**Run 1: routed metal, one colour a layer**

Bar = 50 µm.
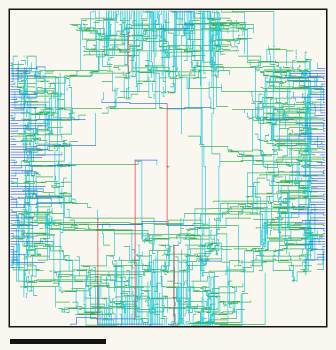
**Run 1: sequential cells coloured by netlist name**

Bar = 50 µm. Other sequential cells in the stronger grey, the rest of the logic in the fainter grey.
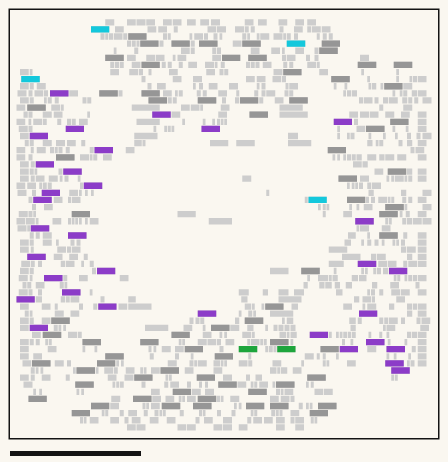
**Run 1: congestion heat map**

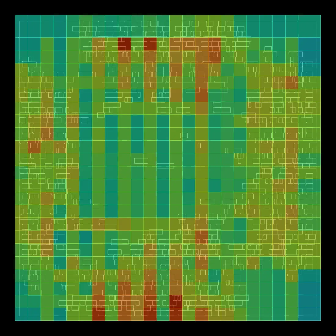
--- config.mk ---
export PLATFORM = sky130hd
export DESIGN_NAME = alu_arbiter
export DESIGN_NICKNAME = d
export VERILOG_FILES = /design/src/rtl/alu_arbiter.sv
export SDC_FILE = /design/constraint.sdc
export NUM_CORES = 1
export LEC_CHECK = 0
export ABC_AREA = 1
export CAP_MARGIN = 20
export CELL_PAD_IN_SITES_DETAIL_PLACEMENT = 0
export CELL_PAD_IN_SITES_GLOBAL_PLACEMENT = 2
export CORE_MARGIN = 2
export CORE_UTILIZATION = 18
export CTS_BUF_LIST = sky130_fd_sc_hd__clkbuf_16
export CTS_CLUSTER_DIAMETER = 150
export DETAILED_ROUTE_END_ITERATION = 10
export PLACE_DENSITY = 0.86
export SLEW_MARGIN = 5
export SYNTH_ARGS = -nofsm -noshare
export SYNTH_HDL_FRONTEND = slang
export SYNTH_SLANG_ARGS = --single-unit
--- constraint.sdc ---
create_clock -name clk -period 2 [get_ports clk]
set_input_delay 0.5 -clock clk [delete_from_list [all_inputs] [get_ports clk]]
set_output_delay 0.5 -clock clk [all_outputs]
set_load 0.02 [all_outputs]
--- src/rtl/alu_arbiter.sv ---
// Round-robin arbiter sharing one combinational ALU between the execute stage (port 0)
// and the branch/compare unit (port 1); IDLE -> EXEC -> RESP per operation.
module alu_arbiter #(
  parameter int BIT_WIDTH = 32
) (
  input  logic                 clk,
  input  logic                 reset,
  input  logic [1:0]           req_valid,
  output logic [1:0]           req_ready,
  input  logic [3:0]           req_op1_0,
  input  logic [3:0]           req_op2_0,
  input  logic [BIT_WIDTH-1:0] req_a_0,
  input  logic [BIT_WIDTH-1:0] req_b_0,
  input  logic [3:0]           req_op1_1,
  input  logic [3:0]           req_op2_1,
  input  logic [BIT_WIDTH-1:0] req_a_1,
  input  logic [BIT_WIDTH-1:0] req_b_1,
  output logic [1:0]           rsp_valid,
  input  logic [1:0]           rsp_ready,
  output logic [BIT_WIDTH-1:0] rsp_data,
  output logic [3:0]           alu_op1,
  output logic [3:0]           alu_op2,
  output logic [BIT_WIDTH-1:0] alu_a,
  output logic [BIT_WIDTH-1:0] alu_b,
  input  logic [BIT_WIDTH-1:0] alu_result,
  output logic                 busy
);

  typedef enum logic [1:0] {
    IDLE = 2'd0,
    EXEC = 2'd1,
    RESP = 2'd2
  } state_t;

  state_t               r_state;
  logic                 r_rr_ptr;
  logic                 r_id;
  logic [3:0]           r_op1;
  logic [3:0]           r_op2;
  logic [BIT_WIDTH-1:0] r_a;
  logic [BIT_WIDTH-1:0] r_b;
  logic [BIT_WIDTH-1:0] r_rsp_data;
  logic [1:0]           r_rsp_valid;

  logic w_any;
  logic w_gnt_id;
  logic w_accept;

  // With both ports requesting the pointer decides; otherwise the lone requester wins.
  assign w_any    = |req_valid;
  assign w_gnt_id = (&req_valid) ? r_rr_ptr : req_valid[1];
  assign w_accept = (r_state == IDLE) && !reset && w_any;

  genvar gi;
  generate
    for (gi = 0; gi < 2; gi++) begin : g_grant
      assign req_ready[gi] = w_accept && (w_gnt_id == 1'(gi));
    end
  endgenerate

  always_ff @(posedge clk) begin
    if (reset) begin
      r_state     <= IDLE;
      r_rr_ptr    <= 1'b0;
      r_id        <= 1'b0;
      r_op1       <= '0;
      r_op2       <= '0;
      r_a         <= '0;
      r_b         <= '0;
      r_rsp_data  <= '0;
      r_rsp_valid <= '0;
    end else begin
      case (r_state)
        IDLE: begin
          if (w_any) begin
            r_op1    <= w_gnt_id ? req_op1_1 : req_op1_0;
            r_op2    <= w_gnt_id ? req_op2_1 : req_op2_0;
            r_a      <= w_gnt_id ? req_a_1   : req_a_0;
            r_b      <= w_gnt_id ? req_b_1   : req_b_0;
            r_id     <= w_gnt_id;
            r_rr_ptr <= ~w_gnt_id;
            r_state  <= EXEC;
          end
        end
        EXEC: begin
          r_rsp_data        <= alu_result;
          r_rsp_valid[r_id] <= 1'b1;
          r_state           <= RESP;
        end
        RESP: begin
          // Only the owning port's ready can retire the response.
          if (rsp_ready[r_id]) begin
            r_rsp_valid <= '0;
            r_state     <= IDLE;
          end
        end
        default: r_state <= IDLE;
      endcase
    end
  end

  assign rsp_valid = r_rsp_valid;
  assign rsp_data  = r_rsp_data;
  assign alu_op1   = r_op1;
  assign alu_op2   = r_op2;
  assign alu_a     = r_a;
  assign alu_b     = r_b;
  assign busy      = (r_state != IDLE);

endmodule

==> flow_summary_export.csv, run 1 <==
group,metric,value,unit
outcome,status,"finished, final reports clean",
placement,place_ws,-0.666,ns
clock_network,cts-hold-fix-buffers,0,
setup_path,r2r_setup_slack,0.40,ns
hold_path,hold_class,"reg2reg",
final_layout,comb-cell-share,0.249,
detailed_routing,route.detailed.drc,0,
final_layout,clk_share,0.0399,
setup_path,worstSetupStartpointType,"primary input",
yosys,ys_sh_adder,0,
yosys,ys.warnings.count,0,
floorplan,tap_cells,330,
final_timing,fin_crit_sh,0.952,
setup_path,worstPathRequired,1.50,ns
clock_network,cts_resized,13,
floorplan,die_area,0.0268,mm²
power_and_ir_drop,p_leak,3.39,nW
placement,placedCellCount,1231,
clock_network,clkTransAtPathRegs,0.08,ns
clock_network,root_buffer,"clkbuf_16",
setup_path,reg2reg_depth,8,
floorplan,fp.dieW,164,µm
clock_network,cts_buffer_depth,2,
setup_path,path_class,"in2out",
final_layout,drive_above_1_share,0.0556,
run,cap_violations,0,
detailed_routing,drtPass1Iterations,6,
placement,numPortBuffers,290,
final_timing,period_needed,1.90,ns
setup_path,r2r_end,"alu_op2[2]",
hold_path,whs_endpoint,"r_rr_ptr",
power_and_ir_drop,netSwitchingFraction,0.312,
final_timing,worst_pin_slew,0.576,ns
setup_path,end_kind,"output port",
yosys,edf_count,0,
final_layout,fillers,2699,
final_layout,final_cell_mix,"clkdlybuf4s50_1, nand3_1, nand2_1",
placement,place.gp.congestion,0.745,
final_layout,logic_gate_count,448,
final_timing,slew_viol_final,0,
yosys,simple_gate_share,0.401,
final_layout,area_growth,79.5,%
power_and_ir_drop,peakVddDrop,0.000377,V
power_and_ir_drop,pwr-share-seq,0.390,
yosys,numSynthFlops,110,
final_timing,fin_skew,0.00874,ns
yosys,top_logic_kind,"simple AND/OR/NAND/NOR gates",
grt,overflow,0,
power_and_ir_drop,p_total,6.56,mW
yosys,synth_area,0.00460,mm²
setup_path,arrival,1.40,ns
final_timing,hold_violations,0,
power_and_ir_drop,p_sw,2.05,mW
final_timing,rsz0062_at_grt,"false",
final_layout,finalNonFillerCells,1247,
placement,place_area,0.00794,mm²
setup_path,worstReg2RegStart,"r_state[1]",
final_layout,nNonClkBuffers,312,
detailed_routing,final_antenna_net_count,0,
yosys,synth-xor-area-share,0,
hold_path,hp-start,"r_rr_ptr",
yosys,yosysSeqAreaShare,0.479,
grt,grt_pass1_vias,5036,
final_layout,num-clock-buffers,9,
yosys,top_cell_area_share,0.479,
yosys,fp_nets,822,
final_layout,diodes,0,
Notes on 'routed metal, one colour a layer' above:
legend:
  metal 3:
    colour: blue
    wire_length: 1530 µm
  metal 4:
    colour: red
    wire_length: 262 µm
  metal 2:
    colour: cyan
    wire_length: 8430 µm
  metal 1:
    colour: green
    wire_length: 8240 µm
Wirelength per Cell: 14.8 µm
WL final: 18.5 mm
vias: 5283
Total GRT Usage: 0.132

Notes on 'sequential cells coloured by netlist name' above:
legend:
  alu_op2:
    colour: cyan
    sequential_cells: 4
  alu_b:
    colour: purple
    sequential_cells: 32
  rsp_valid:
    colour: green
    sequential_cells: 2
not coloured: 72
Reg area: 0.00220 mm²
final core utilization: 0.329
fraction of area in registers: 0.267
power of the sequential group: 2.56 mW

Notes on 'congestion heat map' above:
M3 GR Usage: 0.0424
grt peak-use layer: met2

-- run 1: power groups by stage --
stage | clock [mW] | combinational [mW] | sequential [mW]
after floorplan | 0 | 0.601 | 2.89
after global placement | 0 | 1.98 | 2.60
after detailed placement | 0 | 1.98 | 2.61
after CTS | 2.16 | 1.98 | 2.56
after global routing | 2.25 | 2.12 | 2.59
final | 2.05 | 1.95 | 2.56
-- run 1: worst max-delay path, stage by stage --
cell and delay (ns):
clkdlybuf4s15_1 0.25, nand2_2 0.12, nand2_2 0.09, nor2_4 0.11
inv_1 0.06, nor2_1 0.08, buf_2 0.20
-- run 1: layer usage --
layer,part of all wire,vias up,GRT usage
li1,-,2661,-
met1,0.45,2428,0.169
met2,0.46,181,0.212
met3,0.083,13,0.0424
met4,0.014,0,0.0383
met5,0,-,0
**Run 1: gate families picked out**

Bar = 50 µm.
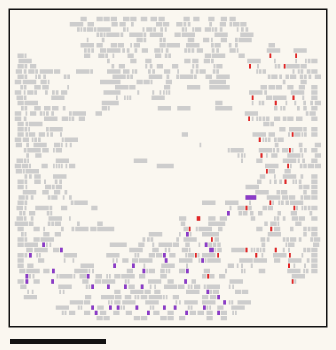

==> run 2, diff against run 1 <==
--- a/config.mk
+++ b/config.mk
@@ -10,11 +10,11 @@
 export CELL_PAD_IN_SITES_DETAIL_PLACEMENT = 0
 export CELL_PAD_IN_SITES_GLOBAL_PLACEMENT = 2
 export CORE_MARGIN = 2
-export CORE_UTILIZATION = 18
+export CORE_UTILIZATION = 19
 export CTS_BUF_LIST = sky130_fd_sc_hd__clkbuf_16
 export CTS_CLUSTER_DIAMETER = 150
 export DETAILED_ROUTE_END_ITERATION = 10
-export PLACE_DENSITY = 0.86
+export PLACE_DENSITY = 0.89
 export SLEW_MARGIN = 5
 export SYNTH_ARGS = -nofsm -noshare
 export SYNTH_HDL_FRONTEND = slang
==> constraint.sdc (replaced) <==
create_clock -name clk -period 2.2 [get_ports clk]
set_input_delay 0.55 -clock clk [delete_from_list [all_inputs] [get_ports clk]]
set_output_delay 0.55 -clock clk [all_outputs]
set_load 0.02 [all_outputs]
**Run 2: gate families picked out**

Bar = 50 µm.
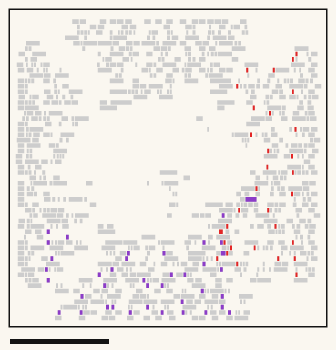
legend:
  aoi and oai cells:
    colour: purple
    cells: 39
    most_used: o21ai_0
  inv cells:
    colour: red
    cells: 31
    most_used: inv_1
most used logic cell in the final layout: clkdlybuf4s50_1
final std cells w/o fill: 1233
combinational share of cell area: 0.252

**Run 2: close-up of the layout**

Bar = 5 µm. Region (70, 102) to (90, 122) µm. Cells in grey, sequential cells in the stronger grey; small squares are vias.
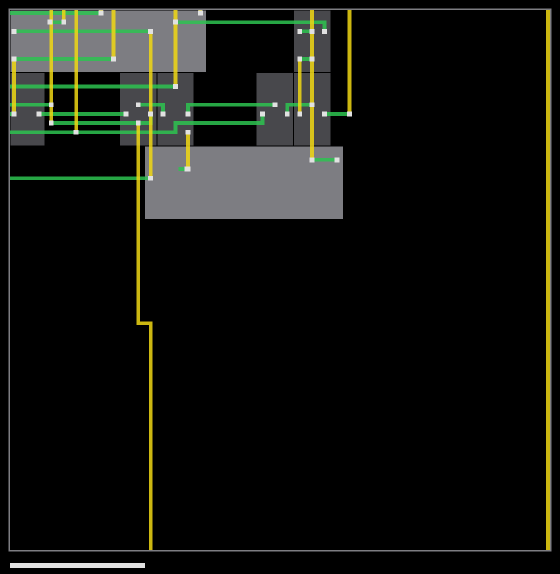
legend:
  metal 2:
    colour: yellow
  metal 1:
    colour: green
cells with their middle in the window: 7
netlist names of flops here include: alu_a (1), alu_b (1)
sequential cells in the window: 2
most frequent: nand2_1 (5), dfxtp_1 (2)

**Run 2: congestion heat map**

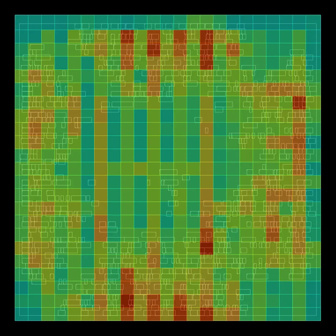
final core utilization: 0.346
Total GRT Usage: 0.138
M3 GR Usage: 0.0383

==> flow_summary_export.csv, run 2 <==
group,metric,value,unit
final_layout,logic_gate_count,448,
final_layout,fillers,2585,
grt,grt.busiest_layer,"met2",
detailed_routing,route.detailed.drc,0,
grt,grt_max_degree,61,
final_layout,final_cell_mix,"clkdlybuf4s50_1, nand3_1, nand2_1",
yosys,ys_types,19,
final_timing,worst_slack,0.192,ns
final_timing,period_needed,2.01,ns
final_layout,regArea,0.00220,mm²
yosys,edf_count,0,
grt,antenna_found_initial,0,
yosys,yosys_cells,640,
detailed_routing,drtPass1Iterations,4,
run,cap_violations,0,
grt,grt_pass1_wl,27.9,mm
power_and_ir_drop,peakVddDrop,0.000330,V
floorplan,ios,291,
clock_network,cts-hold-fix-buffers,0,
outcome,status,"finished, final reports clean",
placement,dpl.hpwl,12.9,mm
setup_path,critPathMaxStageDelay,0.29,ns
grt,grt_pass1_vias,4958,
clock_network,root_buffer,"clkbuf_16",
final_layout,nNonClkBuffers,309,
power_and_ir_drop,p_leak,3.37,nW
yosys,fp_nets,822,
clock_network,cts_buffer_depth,2,
grt,grt_use_met1,0.176,
final_timing,fin_crit_sh,0.913,
yosys,ys.warnings.count,0,
setup_path,path_max_fanout,3,
placement,place.gp.congestion,0.781,
final_timing,rsz0062_at_grt,"false",
final_timing,worst_pin_slew,0.588,ns
detailed_routing,final_antenna_net_count,0,
placement,placedCellCount,1217,
setup_path,crit_slowest_cell,"dlygate4sd2_1",
setup_path,crit_cells,7,
final_layout,diodes,0,
yosys,synth_area,0.00460,mm²
detailed_routing,drtIter0Drc,319,
final_layout,seq_share,0.269,
detailed_routing,routed_wl,18.3,mm
setup_path,cp_cell_sequence,"dlygate4sd2_1 -> nand2_2 -> nand2_2 -> nor2_4 -> inv_1 -> nor2_1 -> buf_2",
yosys,yosysSeqAreaShare,0.479,
final_timing,fin_hold_ws,0.470,ns
clock_network,clkTransAtPathRegs,0.08,ns
setup_path,cpMostUsedCell,"nand2_2",
final_timing,fin_skew,0.00848,ns
hold_path,min_delay_path_depth,2,
power_and_ir_drop,p_total,5.94,mW
final_layout,comb_area,0.00206,mm²
placement,place_ws,-0.552,ns
yosys,ys_top_cells_by_area,"dfxtp_1, nand3_1, nand2_1",
yosys,async_flop_share,0,
final_timing,setup_viol,0,
yosys,synth_top_cell_by_area,"dfxtp_1",
grt,overflow,0,
detailed_routing,routed.top_layer,"met4",
floorplan,tap_cells,319,
yosys,numSynthFlops,110,
final_layout,area_growth,77.9,%
final_layout,clk_share,0.0402,
final_timing,hold_violations,0,
setup_path,worstPathRequired,1.65,ns
detailed_routing,met3WireLength,1.47,mm
final_layout,dominant_cells,"buffers",
floorplan,die_area,0.0255,mm²
clock_network,cts_tree,"done",
detailed_routing,drt-met1-wl,8.15,mm
detailed_routing,dr_wl_met2,8.36,mm
final_layout,bufAreaShareNonClock,0.375,
setup_path,end_kind,"output port",
hold_path,hold_class,"reg2reg",
final_layout,num-clock-buffers,9,
placement,numPortBuffers,290,
placement,place_area,0.00786,mm²
detailed_routing,dr_total_vias,5302,
setup_path,reg2reg_depth,8,
clock_network,clk_latency,0.35,ns
grt,met2_usage,0.223,
setup_path,critical-path-top-delay-family,"buffers and inverters",
clock_network,cts_resized,13,
final_layout,drive_above_1_share,0.0525,
setup_path,arrival,1.46,ns
setup_path,timing.critical_path.buf_inv,3,
setup_path,worstSetupStartpointType,"primary input",
yosys,syn-instance-count,640,
floorplan,fp.dieW,160,µm
final_timing,slew_viol_final,0,
power_and_ir_drop,p_per_area,727,mW/mm²
yosys,top_cell_area_share,0.479,
run,tool_warnings,26,
detailed_routing,wire_per_inst,14.8,µm
setup_path,path_class,"in2out",
final_layout,nets,1091,
[run 2: cell counts after synthesis]
Identical to the previous run, type by type.
[run 2: cell families (layout without fill, tap and decap cells)]
kind of cell | Yosys count | in the layout | synth area share
buffers and inverters | 82 | 356 | 0.0767
flip-flops | 110 | 110 | 0.479
AND/OR/NAND/NOR | 409 | 409 | 0.401
AND-OR/OR-AND | 39 | 39 | 0.0430
[run 2: final timing paths]
check | endpoint | from | slack [ns]
min reg2reg | r_rr_ptr | r_rr_ptr | 0.47
max | req_ready[1] | req_valid[0] | 0.19
min | r_rr_ptr | r_rr_ptr | 0.47
max reg2reg | alu_a[10] | r_state[0] | 0.55
[run 2: where the power goes]
group          total, mW  switching [mW]  internal [mW]
registers           2.32           0.112           2.21
clock network       1.86           0.841           1.02
logic               1.76           0.900          0.857
total               5.94            1.85           4.09
Power and IR drop assume default switching activity.
